## src/rtl/uart_tx_arbiter_pkg.sv

```systemverilog
// uart_tx_arbiter_pkg: shared types and constants for the UART transmit arbiter
`ifndef UART_DATA_SIZE
`define UART_DATA_SIZE 8
`endif
package uart_tx_arbiter_pkg;
  localparam int UART_ARB_DATA_W = `UART_DATA_SIZE;
  localparam logic [UART_ARB_DATA_W-1:0] UART_ARB_EOP_DEFAULT = 8'h0A;
  typedef enum logic [1:0] {IDLE, SEND, WAIT_BUSY, WAIT_DONE} type_uart_arb_state_e;
endpackage

```

## src/rtl/uart_rr_picker.sv

```systemverilog
// uart_rr_picker: combinational round-robin first-set-bit finder starting at ptr_i with wrap
module uart_rr_picker #(
  parameter int N = 2,
  parameter int W = 1
) (
  input  logic [N-1:0] req_i,
  input  logic [W-1:0] ptr_i,
  output logic         valid_o,
  output logic [W-1:0] idx_o
);
  // Scan from farthest to nearest so the closest set bit at or after ptr_i wins
  always_comb begin
    valid_o = |req_i;
    idx_o = '0;
    for (int k = N - 1; k >= 0; k--)
      if (req_i[(int'(ptr_i) + k) % N]) idx_o = W'((int'(ptr_i) + k) % N);
  end
endmodule

```

## src/rtl/uart_tx_arbiter.sv

```systemverilog
// uart_tx_arbiter: round-robin sharing of one uart_tx serializer; UART_ARB_LOCK_EN adds packet lock
module uart_tx_arbiter
  import uart_tx_arbiter_pkg::*;
#(
  parameter int NUM_REQ = 2,
  parameter int REQ_ID_W = (NUM_REQ > 1) ? $clog2(NUM_REQ) : 1,
  parameter logic [UART_ARB_DATA_W-1:0] EOP_BYTE = UART_ARB_EOP_DEFAULT,
  parameter int LOCK_TIMEOUT = 1024
) (
  input  logic                                 clk,
  input  logic                                 rst_n,
  input  logic [NUM_REQ-1:0]                   req_valid_i,
  input  logic [NUM_REQ*UART_ARB_DATA_W-1:0]   req_data_i,
  output logic [NUM_REQ-1:0]                   req_ack_o,
  output logic [UART_ARB_DATA_W-1:0]           tx_data_o,
  output logic                                 tx_valid_o,
  input  logic                                 tx_ready_i,
  output logic [REQ_ID_W-1:0]                  grant_id_o,
  output logic                                 busy_o
);
  type_uart_arb_state_e state_q;
  logic [NUM_REQ-1:0] cand;
  logic [NUM_REQ-1:0] ack_q;
  logic [UART_ARB_DATA_W-1:0] tx_data_q;
  logic [UART_ARB_DATA_W-1:0] pick_data;
  logic [REQ_ID_W-1:0] pick_idx;
  logic [REQ_ID_W-1:0] grant_q;
  logic [REQ_ID_W-1:0] rr_ptr_q;
  logic [REQ_ID_W-1:0] rr_ptr_d;
  logic pick_v;
  logic grant;
  logic tx_valid_q;
  logic busy_q;

  if (NUM_REQ < 1 || NUM_REQ > 8 || LOCK_TIMEOUT < 1 || LOCK_TIMEOUT > 65535 ||
      $bits(EOP_BYTE) != UART_ARB_DATA_W) begin : g_bad_cfg
    $error("uart_tx_arbiter: unsupported parameter set");
  end

  uart_rr_picker #(.N(NUM_REQ), .W(REQ_ID_W)) u_pick (
    .req_i  (cand),
    .ptr_i  (rr_ptr_q),
    .valid_o(pick_v),
    .idx_o  (pick_idx)
  );

  assign pick_data = req_data_i[int'(pick_idx)*UART_ARB_DATA_W +: UART_ARB_DATA_W];
  assign grant = (state_q == IDLE) && tx_ready_i && pick_v;
  assign rr_ptr_d = (int'(grant_q) == NUM_REQ - 1) ? '0 : grant_q + 1'b1;

`ifdef UART_ARB_LOCK_EN
  logic lock_q;
  logic [REQ_ID_W-1:0] lock_id_q;
  logic [15:0] idle_cnt_q;

  // While locked only the lock owner may compete for the serializer
  always_comb begin
    cand = lock_q ? req_valid_i & (NUM_REQ'(1) << lock_id_q) : req_valid_i;
  end

  // Lock follows each grant until EOP is sent or the owner stays silent too long
  always_ff @(posedge clk) begin
    if (!rst_n) begin
      lock_q <= 1'b0;
      lock_id_q <= '0;
      idle_cnt_q <= '0;
    end else if (grant) begin
      lock_q <= pick_data != EOP_BYTE;
      lock_id_q <= pick_idx;
      idle_cnt_q <= '0;
    end else if (state_q == IDLE && lock_q && !req_valid_i[lock_id_q]) begin
      lock_q <= idle_cnt_q != 16'(LOCK_TIMEOUT - 1);
      idle_cnt_q <= (idle_cnt_q == 16'(LOCK_TIMEOUT - 1)) ? '0 : idle_cnt_q + 1'b1;
    end
  end
`else
  assign cand = req_valid_i;
`endif

  // Grant and valid/ready handshake sequencing with registered outputs
  always_ff @(posedge clk) begin
    if (!rst_n) begin
      state_q <= IDLE;
      rr_ptr_q <= '0;
      tx_data_q <= '0;
      tx_valid_q <= 1'b0;
      ack_q <= '0;
      grant_q <= '0;
      busy_q <= 1'b0;
    end else begin
      tx_valid_q <= 1'b0;
      ack_q <= '0;
      case (state_q)
        IDLE:
          if (grant) begin
            tx_data_q <= pick_data;
            grant_q <= pick_idx;
            ack_q <= NUM_REQ'(1) << pick_idx;
            tx_valid_q <= 1'b1;
            busy_q <= 1'b1;
            state_q <= SEND;
          end
        SEND: state_q <= WAIT_BUSY;
        WAIT_BUSY: if (!tx_ready_i) state_q <= WAIT_DONE;
        WAIT_DONE:
          if (tx_ready_i) begin
            state_q <= IDLE;
            busy_q <= 1'b0;
            rr_ptr_q <= rr_ptr_d;
          end
        default: state_q <= IDLE;
      endcase
    end
  end

  assign req_ack_o = ack_q;
  assign tx_data_o = tx_data_q;
  assign tx_valid_o = tx_valid_q;
  assign grant_id_o = grant_q;
  assign busy_o = busy_q;
endmodule

```

## config.mk

```make
export PLATFORM = sky130hd
export DESIGN_NAME = uart_tx_arbiter
export DESIGN_NICKNAME = d
export VERILOG_FILES = /design/src/rtl/uart_tx_arbiter_pkg.sv /design/src/rtl/uart_rr_picker.sv /design/src/rtl/uart_tx_arbiter.sv
export SDC_FILE = /design/constraint.sdc
export NUM_CORES = 1
export LEC_CHECK = 0
export CAP_MARGIN = 20
export CORE_MARGIN = 1.5
export CORE_UTILIZATION = 41
export CTS_CLUSTER_SIZE = 25
export DETAILED_ROUTE_END_ITERATION = 6
export PLACE_DENSITY = 0.84
export SLEW_MARGIN = 20
export SYNTH_ARGS = -nofsm -noshare
export SYNTH_HDL_FRONTEND = slang
export SYNTH_HIERARCHICAL = 1
export SYNTH_SLANG_ARGS = --single-unit
```

## constraint.sdc

```tcl
create_clock -name clk -period 2.9 [get_ports clk]
set_input_delay 0.725 -clock clk [delete_from_list [all_inputs] [get_ports clk]]
set_output_delay 0.725 -clock clk [all_outputs]
set_load 0.02 [all_outputs]
```

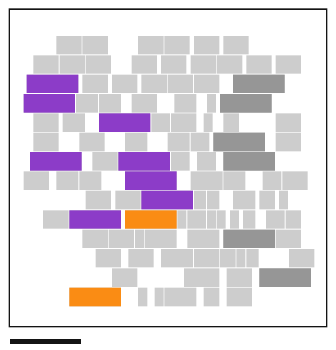
**Above:** sequential cells grouped by signal name.
Bar = 10 um.
`tx_data_o` -> purple  # sequential cells 8
`state_q` -> orange  # sequential cells 2
not colored = 6

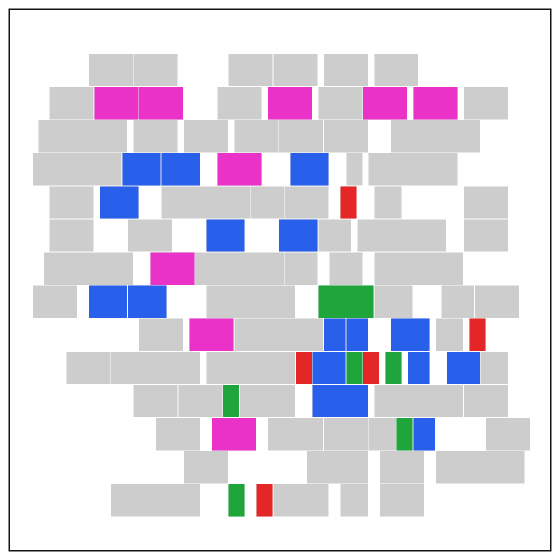
**Above:** gate-type map.
mux cells -> magenta  # cells 9, most used mux2i_1
aoi and oai cells -> blue  # cells 16, most used o2bb2ai_1
nand cells -> green  # cells 6, most used nand2_1
inv cells -> red  # cells 5, most used inv_1

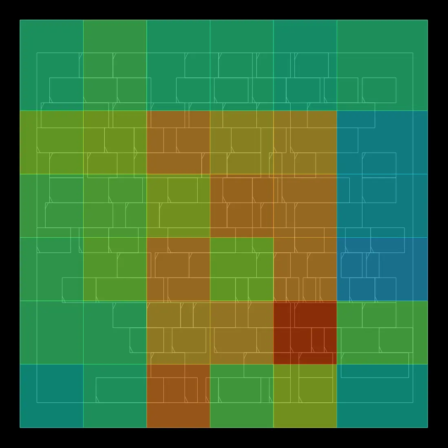
**Above:** track usage over the die.
met2 Usage GRT: 30.0%
Routed WL per cell: 13.6 um
Total GRT Usage: 16.7%
final design utilization: 69.3%
met1 usage in global routing: 21.1%

==> run notes <==
The layout was made with Yosys and OpenROAD.

The number of sequential cells reported for the layout is 16. The delay contributed by the slowest stage of the critical path is around 610 ps. The largest net degree at the start of global routing is 11. Net switching is approximately a third of the power. For this floorplan the total number of well-tap instances is 16. The library cell with the largest summed area after synthesis is sky130_fd_sc_hd__dfxtp_1. The CTS H-tree depth is 1. The leakage power is between 0.0004 and 0.0005 uW. For this run the aggregate overflow at the end of global routing stands at 0. The combinational gate area is ~350 um^2.

Of the cells placed in the final design, the portion with a size suffix greater than 1 is roughly 7%. Among all cell classes, the greatest summed area belongs to logic gates. The number of placement rows is 14. The post-synthesis area per instance is between 10 and 15 um^2.

The clock tree from TritonCTS is built. Setup repair after global routing left no endpoint under its margin. The layout report lists the combined flip-flop and latch area as 320 um^2.

In the final design database the tool counted roughly 130 nets. The tool warning count for the run is 28. The relative area of clock buffers and inverters in the final design is roughly 3.4%. The run finished with clean final reports. The placer congestion estimate is approximately 0.73.

The total cells reported by yosys after synthesis is about 66. The instance count along the most critical hold path is 1. The final hold slack is ~480 ps. Summed over all combinational cells, the power is around 280 uW. The first-pass iteration count of the detailed router is 5. Summing over every cut layer, the via total after detailed routing is 606. The internal power of the cells totals around 480 uW. The leading cell type in the layout, fill and taps excluded is sky130_fd_sc_hd__clkdlybuf4s50_1. With fillers left out, the area of the finished cells amounts to approximately 1100 um^2. From left edge to right edge, the die measures approximately 44 um. The number of flops mapped to enable cells by yosys is 0. Per the slew report, the remaining headroom to the max-slew limit stands at between 60 and 70%.

At floorplan, the net count of the design was reported as 90. The routed wire length is about 1600 um. The report lists the number of cells resized after CTS as 0. The run reported a max-capacitance violation count of 0.

The floorplan step set the die height to around 44 um. The fraction of area in multi-input gates is about a third. The ratio of routed vias to standard cells is about 5.1. The timing report notes that buffer and inverter cells on the critical path total 1.
-- kinds of logic after synthesis --
kind of cell | count (synthesis) | synth area share [%]
flops | 16 | 45.6
fa+ha+maj | 3 | 5.35
buf+inv | 7 | 4.99
mux | 9 | 12.8
simple gates | 13 | 10.7
compound gates | 18 | 20.5
-- layer usage --
metal  track usage, %  wire [um]
met1             21.1        732
met2             30.0        835
met3             1.22         39
met4             5.45          0
met5                0          0
-- per-stage QoR --
stage               setup WS (ps)  total power (uW)
floorplan                    1240               456
global placement              759               563
detailed placement            733               572
CTS                           906               718
global route                  869               750
finish                        911               715
-- worst paths after layout --
check | startpoint | to | slack (ps)
max reg2reg | state_q[0] | grant_id_o | 1500
max | busy_o | busy_o | 910
min | tx_data_o[7] | tx_data_o[7] | 480
min reg2reg | tx_data_o[7] | tx_data_o[7] | 480
No activity file was given, so power comes from the tool's default toggle rates.
